[src/rtl/intersection_request_conditioner.sv]
// Conditions raw ped buttons and lane sensors into latched service requests:
// sync, debounce, car-presence qualification, phase-based clearing and wait timing.
module intersection_request_conditioner #(
    parameter int DEBOUNCE_MS   = 20,
    parameter int PRESENCE_MS   = 500,
    parameter int TICKS_PER_SEC = 1000
) (
    input  logic       clk,
    input  logic       reset,
    input  logic [5:0] raw_in,
    input  logic [1:0] phase,
    output logic [5:0] req,
    output logic [2:0] req_count,
    output logic [7:0] oldest_wait
);
    localparam int DB_W = $clog2(DEBOUNCE_MS + 1);
    localparam int PR_W = $clog2(PRESENCE_MS + 1);
    localparam int PS_W = $clog2(TICKS_PER_SEC + 1);

    logic [5:0]            sync0_q, sync0_d, sync1_q, sync1_d;
    logic [5:0]            deb_q, deb_d, deb_prev_q, deb_prev_d;
    logic [5:0]            req_q, req_d;
    logic [5:0][DB_W-1:0]  dbc_q, dbc_d;
    logic [3:0][PR_W-1:0]  pres_q, pres_d;
    logic [5:0][7:0]       wait_q, wait_d;
    logic [PS_W-1:0]       presc_q, presc_d;
    logic [5:0]            served, set;
    logic                  tick;

    always_comb begin
        served = 6'b000000;
        case (phase)
            2'd0: served = 6'b000101;
            2'd1: served = 6'b001000;
            2'd2: served = 6'b010010;
            2'd3: served = 6'b100000;
            default: served = 6'b000000;
        endcase

        tick    = (presc_q == PS_W'(TICKS_PER_SEC - 1));
        presc_d = tick ? '0 : presc_q + PS_W'(1);

        sync0_d    = raw_in;
        sync1_d    = sync0_q;
        deb_prev_d = deb_q;
        deb_d      = deb_q;
        dbc_d      = '0;
        set        = '0;
        pres_d     = '0;
        req_d      = '0;
        wait_d     = '0;

        for (int i = 0; i < 6; i++) begin
            if (sync1_q[i] != deb_q[i]) begin
                if (dbc_q[i] == DB_W'(DEBOUNCE_MS - 1))
                    deb_d[i] = sync1_q[i];
                else
                    dbc_d[i] = dbc_q[i] + DB_W'(1);
            end
        end

        set[0] = deb_q[0] & ~deb_prev_q[0];
        set[1] = deb_q[1] & ~deb_prev_q[1];

        // Presence is held at zero during service so a waiting car re-qualifies afterwards.
        for (int j = 0; j < 4; j++) begin
            if (served[j+2] || !deb_q[j+2])
                pres_d[j] = '0;
            else if (pres_q[j] == PR_W'(PRESENCE_MS))
                pres_d[j] = pres_q[j];
            else
                pres_d[j] = pres_q[j] + PR_W'(1);
            set[j+2] = (pres_d[j] == PR_W'(PRESENCE_MS)) && (pres_q[j] != PR_W'(PRESENCE_MS));
        end

        for (int i = 0; i < 6; i++) begin
            req_d[i] = served[i] ? 1'b0 : (req_q[i] | set[i]);
            if (!req_d[i])
                wait_d[i] = 8'd0;
            else if (req_q[i] && tick && wait_q[i] != 8'd255)
                wait_d[i] = wait_q[i] + 8'd1;
            else
                wait_d[i] = wait_q[i];
        end
    end

    always_ff @(posedge clk) begin
        if (reset) begin
            sync0_q    <= '0;
            sync1_q    <= '0;
            deb_q      <= '0;
            deb_prev_q <= '0;
            dbc_q      <= '0;
            pres_q     <= '0;
            req_q      <= '0;
            wait_q     <= '0;
            presc_q    <= '0;
        end else begin
            sync0_q    <= sync0_d;
            sync1_q    <= sync1_d;
            deb_q      <= deb_d;
            deb_prev_q <= deb_prev_d;
            dbc_q      <= dbc_d;
            pres_q     <= pres_d;
            req_q      <= req_d;
            wait_q     <= wait_d;
            presc_q    <= presc_d;
        end
    end

    always_comb begin
        req         = req_q;
        req_count   = 3'd0;
        oldest_wait = 8'd0;
        for (int i = 0; i < 6; i++) begin
            req_count = req_count + 3'(req_q[i]);
            if (wait_q[i] > oldest_wait)
                oldest_wait = wait_q[i];
        end
    end
endmodule

[config.mk]
export PLATFORM = sky130hd
export DESIGN_NAME = intersection_request_conditioner
export DESIGN_NICKNAME = d
export VERILOG_FILES = /design/src/rtl/intersection_request_conditioner.sv
export SDC_FILE = /design/constraint.sdc
export NUM_CORES = 1
export LEC_CHECK = 0
export ABC_AREA = 0
export CAP_MARGIN = 5
export CORE_UTILIZATION = 35
export CTS_CLUSTER_DIAMETER = 200
export DETAILED_ROUTE_END_ITERATION = 6
export SYNTH_ARGS = -nofsm -noshare
export SYNTH_HDL_FRONTEND = slang
export SYNTH_SLANG_ARGS = --single-unit
[constraint.sdc]
create_clock -name clk -period 9.5 [get_ports clk]
set_input_delay 0.95 -clock clk [delete_from_list [all_inputs] [get_ports clk]]
set_output_delay 0.95 -clock clk [all_outputs]
set_load 0.01 [all_outputs]
==> results.json, run 1 <==
{
  "endpoint": "oldest_wait[7]",
  "worst-path-stages": 47,
  "drive_above_1_share": 0.220,
  "route.met2.wl_um": 8490,
  "floorplan.core_util": 0.361,
  "max_freq_mhz": 103,
  "end_kind": "output port",
  "synth_nets": 1013,
  "netlist_area_mm2": 0.00801,
  "drc": 0,
  "compound_area_frac": 0.0758,
  "slew_headroom": 0.461,
  "tightest_slew_ns": 0.802,
  "cts_tree": "yes",
  "clk_path_buf_depth": 2,
  "drv_slew": 0,
  "yosysWarnings": 0,
  "cap_violations": 0,
  "synthToLayoutAreaGrowth_pct": 30.8,
  "drt_iter0_drc": 335,
  "busiest_layer": "met2",
  "htree_num_levels": 4,
  "grtUsageMet3": 0.0346,
  "r2r_slack_ns": 6.64,
  "crit_fanout": 7,
  "grt_pass1_vias": 6351,
  "critPathLaunchType": "flop",
  "ys_sh_xor": 0.112,
  "die_w_um": 153,
  "r2r_cells": 10,
  "synthTopLogicFamily": "simple AND/OR/NAND/NOR gates",
  "required_ns": 8.55,
  "outcome": "finished, violations left",
  "r2r-start": "presc_q[0]",
  "dieArea_mm2": 0.0235,
  "hold_path.class": "reg2reg",
  "mux_area_frac": 0.0547,
  "violations": "setup timing",
  "hp-start": "sync0_q[3]",
  "pin_count": 27,
  "wl_per_cell_um": 13.3,
  "ys_chip_area_mm2": 0.00801,
  "setup_viol": 8,
  "holdPathEnd": "sync1_q[3]",
  "grt_pass1_wl_um": 30300,
  "post-cts-setup-buffers": 26,
  "path_delay_family": "AND-OR/OR-AND gates",
  "crit_buf_inv": 8,
  "critPathSlowestCell": "ha_1",
  "async_flop_share": 0,
  "clock-sinks": 150,
  "nets": 1136,
  "timing_worst_setup_path_type": "reg2out",
  "dr_total_vias": 6555,
  "ys_ff": 150,
  "post-route-period-util": 1.02,
  "dp_hpwl_um": 12300,
  "rsz0062_at_grt": "true",
  "crit_path_start": "wait_q[0]",
  "cts_made_buffers": 17,
  "die_h_um": 153,
  "hold_buffers": 0,
  "drt-met1-wl_um": 8890,
  "finalNonFillerCells": 1356,
  "synth.avg_cell_area_um2": 8.52,
  "worst_slack_ns": -0.196,
  "peakVddDrop_mv": 0.0996,
  "root_buffer": "clkbuf_16",
  "tns_ns": -1.28,
  "dp_cells": 1286,
  "clk_pin_slew_ns": 0.06,
  "coreArea_mm2": 0.0222,
  "power_w": 0.00130,
  "edf_count": 0,
  "grt_util_all_layers": 0.158,
  "wl_um": 18000,
  "io_buffers": 26,
  "synthSimpleGateAreaFrac": 0.237,
  "top_layer": "met4",
  "drtAntennaViolNets": 0,
  "critical_path.max_stage_delay_ns": 0.33,
  "wl_met3_um": 476,
  "rr_endpoint": "wait_q[35]",
  "vias_per_cell": 4.83,
  "grt_max_degree": 39,
  "period_minus_slack_ns": 9.70,
  "synth_adder_area_share": 0.102
}
[run 1: sequential cells by signal (all words and copies together) (netlist names), 6 cells and up]
| signal | count |
|---|---|
| sync1_q | 6 |
| pres_q | 36 |
| deb_prev_d | 6 |
| presc_q | 10 |
| wait_q | 48 |
| sync0_q | 6 |
| dbc_q | 30 |
| req | 6 |
[run 1: metrics by stage]
step | util | setup WS, ns | cell area (um^2) | hold WS [ns]
finish | 0.473 | -0.196 | 10500 | 0.439
global route | 0.473 | -0.658 | 10500 | 0.454
CTS | 0.463 | -0.111 | 10300 | 0.442
detailed placement | 0.407 | -0.631 | 9020 | 0.428
global placement | 0.407 | -0.505 | 9020 | 0.418
floorplan | - | 0.0433 | 8010 | 0.414
[run 1: cell type report]
| cell class | count | area [um^2] |
|---|---|---|
| clock inverters | 13 | 111 |
| multi-input cells | 699 | 5240 |
| fillers | 2002 | 11700 |
| well taps | 280 | 350 |
| inverters | 71 | 267 |
| repair buffers | 124 | 1050 |
| clock buffers | 19 | 453 |
| flip-flops and latches | 150 | 3010 |
[run 1: synthesized netlist by cell type (6+ instances only)]
library cell	number	area share
nor2_1	161	0.075
dfxtp_1	150	0.37
inv_1	71	0.033
ha_1	60	0.094
nand2_1	60	0.028
xnor2_1	60	0.066
nand3_1	52	0.032
xor2_1	42	0.046
nand4_1	29	0.023
nor3_1	26	0.016
mux2i_1	25	0.031
o21ai_0	22	0.014
clkbuf_1	21	0.0098
nor2b_1	21	0.016
a21oi_1	19	0.012
and3_1	15	0.012
mux2_2	14	0.020
o21ai_1	8	0.0050
or3_1	7	0.0055
a21o_1	6	0.0056
[run 1: cell usage in the layout, fill, tap and decap left out, types with 4 or more instances in the layout]
cell             instances
o21ai_2                  5
nand2_1                 58
inv_6                    5
o21ai_1                  9
or3_1                    7
nor2_1                 153
ha_4                    16
a31oi_1                  4
a21oi_2                  5
a21o_1                   6
buf_6                   15
dfxtp_1                148
nand4_1                 29
mux2i_4                  9
o21ai_0                 13
nor2b_1                 19
xor2_1                  42
clkbuf_16               17
a21oi_1                 14
and3_1                  14
nor3_1                  26
and4_1                   5
clkdlybuf4s50_1         18
inv_1                   68
mux2_2                   4
mux2i_1                 13
mux2_4                  12
o21ai_4                  4
xnor2_1                 60
ha_1                    44
nand3_1                 49
buf_4                   87
and2_4                   4
nor2_2                   6
nor4_1                   5
[run 1: report_power, final]
part           internal (W)  total [W]  switching (W)
registers          0.000633   0.000636     0.00000254
logic            0.00000777  0.0000163     0.00000851
clock network      0.000356   0.000644       0.000288
[run 1: cells by family (layout without fill, tap and decap cells)]
logic type / count (synthesis) / after routing
AND-OR/OR-AND: 88 / 89
XOR/XNOR: 102 / 102
adder cells (fa/ha/maj): 64 / 64
buffers and inverters: 93 / 227
flip-flops: 150 / 150
multiplexers: 41 / 41
AND/OR/NAND/NOR: 402 / 403
[run 1: worst reg2reg max path: cells and delay by family (launching register included)]
kind / cells / cell delay [ns]
simple gates: 6 / 1.13
compound gates: 1 / 0.48
buf+inv: 1 / 0.27
flops: 1 / 0.37
fa+ha+maj: 1 / 0.27
xor+xnor: 1 / 0.21
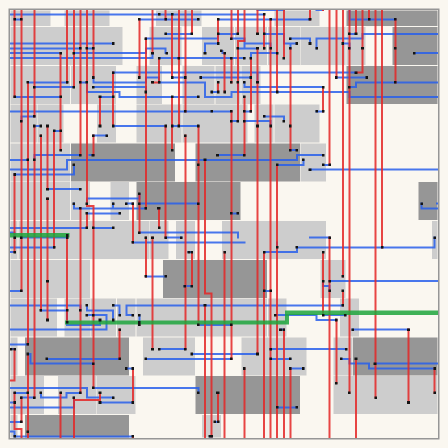
(run_1/detail.png)
Window x 62 to 92, y 31 to 61 um. Cells in gray, sequential cells in the stronger gray; small squares are vias.
- green: metal 3
- red: metal 2
- blue: metal 1
- cells with their middle in the window: 52
- sequential cells in the window: 9
- most frequent: dfxtp_1 (9), inv_1 (5), nor2_1 (5)
- netlist names of flops here include: `wait_q` (6), `req` (2)

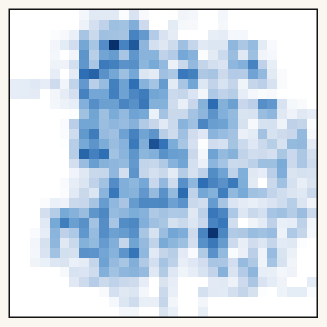
(run_1/metal_density.png)
Drawn at 2 px/um. 31 x 31 tiles, from white (low) to dark blue (high), scaled to the fullest tile. Values are wire area over tile area, all layers added.
- fullest tile: 0.50
- densest ninth of the die: center
- emptiest ninth of the die: north-east
- nearly empty tiles: 27%
- tiles over half the peak: 15%

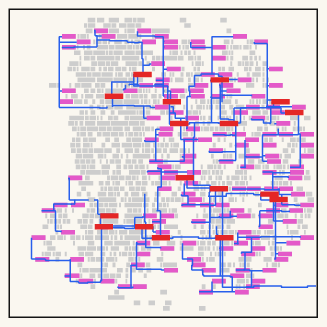
(run_1/clk_routes.png)
Drawn at 2 px/um.
- blue: clock wires (length 2020 um)
- red: clock drivers (count 17)
- magenta: flip-flops (count 150)
- flops lie: widely spread

==> run 2, diff against run 1 <==
- CAP_MARGIN: 5 -> 25
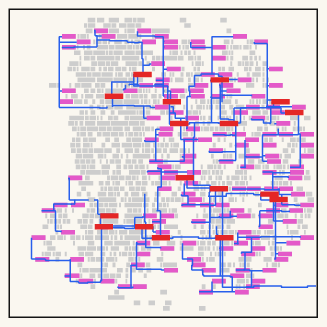
(run_2/clk_routes.png)
Drawn at 2 px/um.
clk latency late pin: 0.42 ns
clk_skew: 0.00669 ns
clock group power: 0.000644 W
Clk pwr share: 0.497

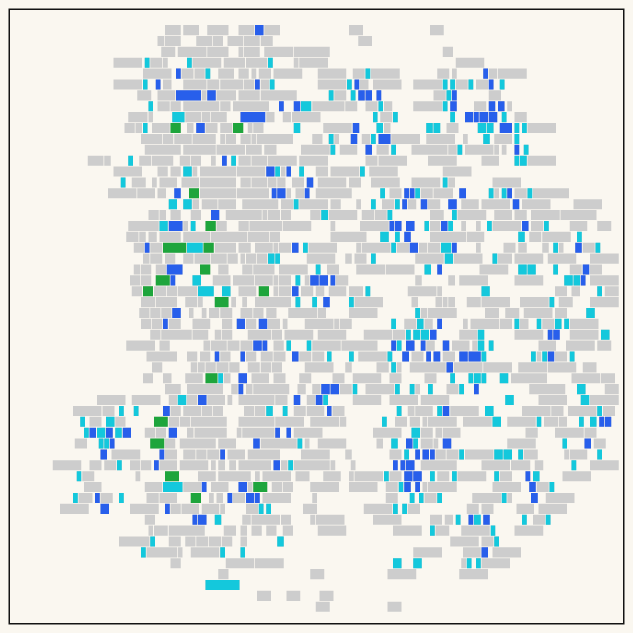
(run_2/logic_types.png)
Drawn at 4 px/um.
- blue: nand cells (cells 148; most used nand2_1)
- cyan: nor cells (cells 216; most used nor2_1; where widely spread)
- green: non-inverting ao/oa cells (cells 17; most used a21o_1)

==> results.json, run 2 <==
{
  "outcome": "finished, violations left",
  "violations": "setup timing",
  "yosysUniqueCellTypes": 57,
  "clock-sinks": 150,
  "htree_num_levels": 4,
  "r2r_cells": 10,
  "tns_ns": -1.28,
  "drtAntennaViolNets": 0,
  "required_ns": 8.55,
  "p_leak_nw": 4.01,
  "topCellsByArea": "dfxtp_1 (37%), ha_1 (9.4%), nor2_1 (7.5%)",
  "largest-register": "wait_q",
  "ys_ff": 150,
  "antenna_found_initial": 0,
  "floorplan.core_util": 0.361,
  "io_buffers": 26,
  "r2r_slack_ns": 6.64,
  "dieArea_mm2": 0.0235,
  "top_area_cell": "dfxtp_1",
  "synthToLayoutAreaGrowth_pct": 30.8,
  "reg_top3": "wait_q x48, pres_q x36, dbc_q x30",
  "async_flop_share": 0,
  "largest_reg_flops": 48,
  "yosysWarnings": 0,
  "ys_chip_area_mm2": 0.00801,
  "cp.arrival_ns": 8.75,
  "crit_path_start": "wait_q[0]",
  "coreArea_mm2": 0.0222,
  "cts_made_buffers": 17,
  "max_freq_mhz": 103,
  "hold-worst-slack_ns": 0.439,
  "yosys.area.top_type_share": 0.375,
  "fill_cells": 2002,
  "hold_buffers": 0,
  "dp_hpwl_um": 12300,
  "dr.pass1.iters": 4,
  "mostFrequentLayoutCells": "nor2_1 (153), dfxtp_1 (148), buf_4 (87)",
  "drive_above_1_share": 0.220,
  "grt_overflow": 0,
  "tightest_slew_ns": 0.802,
  "hold_viol": 0,
  "die_h_um": 153,
  "fp-row-count": 54,
  "synth_nets": 1013,
  "synth.most_common_cell": "nor2_1",
  "wl_um": 18000,
  "netlist_instances": 940,
  "rr_endpoint": "wait_q[35]",
  "vias_per_cell": 4.83,
  "critical_path.max_stage_delay_ns": 0.33,
  "critPathLaunchType": "flop",
  "r2r-start": "presc_q[0]",
  "rsz0062_at_grt": "true",
  "yosysSeqAreaShare": 0.375,
  "final_common_cell": "nor2_1",
  "end_kind": "output port",
  "wl_per_cell_um": 13.3,
  "grt_max_degree": 39,
  "edf_count": 0,
  "n_antenna_cell": 0,
  "warning_count": 33,
  "period_minus_slack_ns": 9.70,
  "grt_pass1_vias": 6351,
  "dr_total_vias": 6555,
  "crit_fanout": 7,
  "drc": 0,
  "root_buffer": "clkbuf_16",
  "clk_path_buf_depth": 2,
  "post-route-period-util": 1.02,
  "gp_congestion": 0.841,
  "nets": 1136,
  "synth.avg_cell_area_um2": 8.52,
  "drv_slew": 0,
  "grt_pass1_wl_um": 30300,
  "peakVddDrop_mv": 0.0996,
  "netlist_area_mm2": 0.00801,
  "p_per_area_mw_per_mm2": 124,
  "pin_count": 27,
  "drt_iter0_drc": 335,
  "yosysCellCount": 940,
  "top_cells_by_count": "nor2_1 (161), dfxtp_1 (150), inv_1 (71)",
  "synth-main-ff-cell": "dfxtp_1",
  "cts_tree": "yes",
  "endpoint": "oldest_wait[7]",
  "worst_slack_ns": -0.196,
  "timing_worst_setup_path_type": "reg2out",
  "slew_headroom": 0.461,
  "setup_viol": 8,
  "critPathSlowestCell": "ha_1",
  "clk_pin_slew_ns": 0.06,
  "cap_violations": 0,
  "hold_path.class": "reg2reg",
  "die_w_um": 153
}
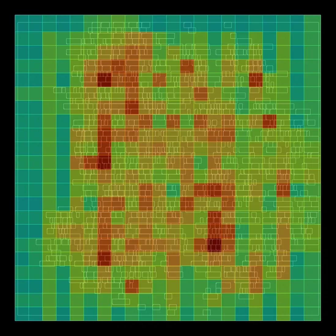
(run_2/congestion.png)
GR Util met1: 0.205
routing usage on met3: 0.0346
GRT Total Usage: 0.158

run 2: cells by family (layout without fill, tap and decap cells):
family / count (synthesis) / after routing / share of synthesized area
xor gates and xnor gates: 102 / 102 / 0.112
AOI/OAI and AO/OA: 88 / 89 / 0.0758
muxes: 41 / 41 / 0.0547
adders and majority gates: 64 / 64 / 0.102
DFF: 150 / 150 / 0.375
and+or+nand+nor: 402 / 403 / 0.237
buffers and inverters: 93 / 227 / 0.0437
run 2: how the worst min path moves through the flow:
| stage | start | to | cells after the start |
|---|---|---|---|
| 2_1_floorplan | sync0_q[0] | sync1_q[0] | 1 |
| 3_3_place_gp | sync0_q[3] | sync1_q[3] | 1 |
| 3_5_place_dp | sync0_q[3] | sync1_q[3] | 1 |
| 4_1_cts | sync0_q[2] | sync1_q[2] | 1 |
| 5_1_grt | sync0_q[2] | sync1_q[2] | 1 |
| 6_report | sync0_q[3] | sync1_q[3] | 1 |
run 2: where the power goes:
group | internal [W] | switching (W)
Clock | 0.000356 | 0.000288
Combinational | 0.00000777 | 0.00000851
Sequential | 0.000633 | 0.00000254
Total | 0.000997 | 0.000299
run 2: area by class of cell:
type                       instances  area (um^2)  share of cell area
multi-input combinational        699         5240               0.500
timing repair buffer             124         1050               0.100
clock inverter                    13          111              0.0106
tap                              280          350              0.0334
clock buffer                      19          453              0.0432
sequential                       150         3010               0.287
inverter                          71          267              0.0254
run 2: worst max-delay path: cells and delay by family, from the launching register on:
family                     cells  cell delay [ns]
AOI/OAI and AO/OA             16             2.77
and+or+nand+nor               13             1.68
adders and majority gates      6             1.38
muxes                          4             1.10
buffers and inverters          8             1.06
DFF                            1             0.32
run 2: through the flow:
step | total power (W) | worst slack, ns | util | cells | cell area [um^2]
after floorplan | 0.000659 | 0.0433 | - | 940 | 8010
after global placement | 0.000666 | -0.505 | 0.407 | 1286 | 9020
after detailed placement | 0.000666 | -0.631 | 0.407 | 1286 | 9020
after CTS | 0.00131 | -0.111 | 0.463 | 1346 | 10300
after global routing | 0.00135 | -0.658 | 0.473 | 1356 | 10500
final | 0.00130 | -0.196 | 0.473 | 1356 | 10500
run 2: routing by layer:
| metal | global-route usage | wire [um] | up-vias |
|---|---|---|---|
| li1 | - | - | 3433 |
| met2 | 0.264 | 8490 | 66 |
| met3 | 0.0346 | 476 | 10 |
| met1 | 0.205 | 8890 | 3046 |
| met5 | 0 | 0 | - |
| met4 | 0.0447 | 137 | 0 |
run 2: repair_timing:
action | 4_1_cts | 5_1_grt
pin swaps | 43 | 30
resized | 126 | 33
gates cloned | 2 | 0
setup endpoints to repair | 8 | 8
setup buffers | 26 | 10
==> run 3, diff against run 2 <==
- CAP_MARGIN: 25 -> 20
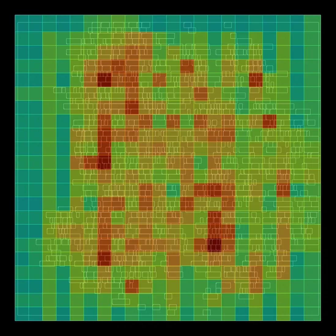
(run_3/congestion.png)
GR peak layer: met2
fin util: 0.473
GRT met2 Usage: 0.264
WL per Instance: 13.3 um

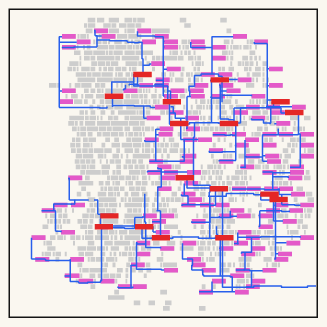
(run_3/clk_routes.png)
Drawn at 2 px/um.
- red: clock drivers (count 17)
- blue: clock wires (length 2020 um)
- magenta: flip-flops (count 150)
- routed clock nets: 18
- flops lie: widely spread

==> results.json, run 3 <==
{
  "fp-row-count": 54,
  "wl_um": 18000,
  "die_h_um": 153,
  "io_buffers": 26,
  "max_freq_mhz": 103,
  "end_kind": "output port",
  "synth-main-ff-cell": "dfxtp_1",
  "warning_count": 33,
  "rsz0062_at_grt": "true",
  "coreArea_mm2": 0.0222,
  "grt_max_degree": 39,
  "fin_skew_ns": 0.00669,
  "die_w_um": 153,
  "yosysCellCount": 940,
  "htree_num_levels": 4,
  "floorplan.core_util": 0.361,
  "slew_headroom": 0.461,
  "synthToLayoutAreaGrowth_pct": 30.8,
  "timing_worst_setup_path_type": "reg2out",
  "hold_viol": 0,
  "path_delay_family": "AND-OR/OR-AND gates",
  "dr_total_vias": 6555,
  "tightest_slew_ns": 0.802,
  "crit_fanout": 7,
  "r2r-start": "presc_q[0]",
  "ys_ff": 150,
  "synth.avg_cell_area_um2": 8.52,
  "peakVddDrop_mv": 0.0996,
  "period_minus_slack_ns": 9.70,
  "gp_congestion": 0.841,
  "hold-worst-slack_ns": 0.439,
  "grt_util_all_layers": 0.158,
  "async_flop_share": 0,
  "pin_count": 27,
  "p_leak_nw": 4.01,
  "top_area_cell": "dfxtp_1",
  "largest-register": "wait_q",
  "drt_iter0_drc": 335,
  "placed_area_mm2": 0.00902,
  "dp_hpwl_um": 12300,
  "rr_endpoint": "wait_q[35]",
  "drtAntennaViolNets": 0,
  "cp.arrival_ns": 8.75,
  "final_common_cell": "nor2_1",
  "dr.pass1.iters": 4,
  "topCellsByArea": "dfxtp_1 (37%), ha_1 (9.4%), nor2_1 (7.5%)",
  "crit_buf_inv": 8,
  "hp-start": "sync0_q[3]",
  "clock-sinks": 150,
  "clk_pin_slew_ns": 0.06,
  "p_per_area_mw_per_mm2": 124,
  "drive_above_1_share": 0.220,
  "cts_tree": "yes",
  "required_ns": 8.55,
  "antenna_found_initial": 0,
  "holdPathEnd": "sync1_q[3]",
  "outcome": "finished, violations left",
  "hold_path.class": "reg2reg",
  "netlist_area_mm2": 0.00801,
  "grt_pass1_vias": 6351,
  "yosys.area.top_type_share": 0.375,
  "critPathSlowestCell": "ha_1",
  "r2r_slack_ns": 6.64,
  "yosysUniqueCellTypes": 57,
  "setup_viol": 8,
  "holdPathStages": 1,
  "netlist_instances": 940,
  "root_buffer": "clkbuf_16",
  "vias_per_cell": 4.83,
  "drc": 0,
  "n_antenna_cell": 0,
  "critical_path.max_stage_delay_ns": 0.33,
  "top_cells_by_count": "nor2_1 (161), dfxtp_1 (150), inv_1 (71)",
  "reg_top3": "wait_q x48, pres_q x36, dbc_q x30",
  "synth.most_common_cell": "nor2_1",
  "grt_overflow": 0,
  "clk_path_buf_depth": 2,
  "post-route-period-util": 1.02,
  "drv_slew": 0,
  "cts_made_buffers": 17,
  "place_ws_ns": -0.631,
  "yosysWarnings": 0,
  "nets": 1136,
  "critPathLaunchType": "flop",
  "hold_buffers": 0,
  "final_cell_area_mm2": 0.0105,
  "yosysSeqAreaShare": 0.375,
  "dieArea_mm2": 0.0235,
  "edf_count": 0,
  "cap_violations": 0,
  "grt_pass1_wl_um": 30300,
  "r2r_cells": 10,
  "ys_chip_area_mm2": 0.00801,
  "mostFrequentLayoutCells": "nor2_1 (153), dfxtp_1 (148), buf_4 (87)",
  "largest_reg_flops": 48,
  "worst_slack_ns": -0.196,
  "synth_nets": 1013,
  "clock.latency.late_pin_ns": 0.42,
  "violations": "setup timing"
}
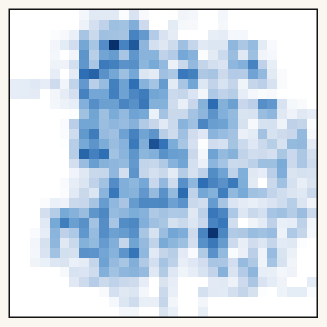
(run_3/metal_density.png)
Drawn at 2 px/um. 31 x 31 tiles, from white (low) to dark blue (high), scaled to the fullest tile. Values are wire area over tile area, all layers added.
- fullest tile: 0.50
- nearly empty tiles: 27%
- mean over tiles: 0.12

## run 3: cell counts after synthesis
Identical to the previous run, type by type.
## run 3: logic make-up after synthesis
kind of cell,Yosys count,synth area share
fa+ha+maj,64,0.102
mux,41,0.0547
buf+inv,93,0.0437
simple gates,402,0.237
compound gates,88,0.0758
xor+xnor,102,0.112
flops,150,0.375
## run 3: metrics by stage
step | TNS, ns | instances | util | total power, W
6_report | -1.28 | 1356 | 0.473 | 0.00130
4_1_cts | -0.517 | 1346 | 0.463 | 0.00131
3_5_place_dp | -4.72 | 1286 | 0.407 | 0.000666
2_1_floorplan | 0 | 940 | - | 0.000659
5_1_grt | -5.15 | 1356 | 0.473 | 0.00135
3_3_place_gp | -3.75 | 1286 | 0.407 | 0.000666
## run 3: cell type report
| cell class | instances | area, um^2 |
|---|---|---|
| fillers | 2002 | 11700 |
| multi-input cells | 699 | 5240 |
| flip-flops and latches | 150 | 3010 |
| repair buffers | 124 | 1050 |
| clock buffers | 19 | 453 |
| well taps | 280 | 350 |
| inverters | 71 | 267 |
| clock inverters | 13 | 111 |
## run 3: routing by layer
| metal | vias up | wire length, um | part of all wire | GRT usage |
|---|---|---|---|---|
| li1 | 3433 | - | - | - |
| met3 | 10 | 476 | 0.026 | 0.0346 |
| met2 | 66 | 8490 | 0.47 | 0.264 |
| met4 | 0 | 137 | 0.0076 | 0.0447 |
| met1 | 3046 | 8890 | 0.49 | 0.205 |
| met5 | - | 0 | 0 | 0 |
## run 3: repair_timing
item                       CTS  global route
gates resized              126            33
setup endpoints to repair    8             8
buffers inserted            26            10
pin swaps                   43            30
gates cloned                 2             0
## run 3: where the power goes
group / internal [W] / leakage, nW / total [W] / switching (W)
clock network: 0.000356 / 0.271 / 0.000644 / 0.000288
registers: 0.000633 / 1.21 / 0.000636 / 0.00000254
logic: 0.00000777 / 2.53 / 0.0000163 / 0.00000851
total: 0.000997 / 4.01 / 0.00130 / 0.000299
## run 3: worst max-delay path by stage
stage | from | end | depth (start not counted) | slack, ns
6_report | wait_q[0] | oldest_wait[7] | 47 | -0.20
5_1_grt | wait_q[0] | oldest_wait[7] | 49 | -0.66
4_1_cts | wait_q[1] | oldest_wait[0] | 50 | -0.11
3_5_place_dp | wait_q[0] | oldest_wait[0] | 47 | -0.63
3_3_place_gp | wait_q[0] | oldest_wait[0] | 47 | -0.50
2_1_floorplan | wait_q[0] | oldest_wait[0] | 48 | 0.04
No activity file was given, so power comes from the tool's default toggle rates.
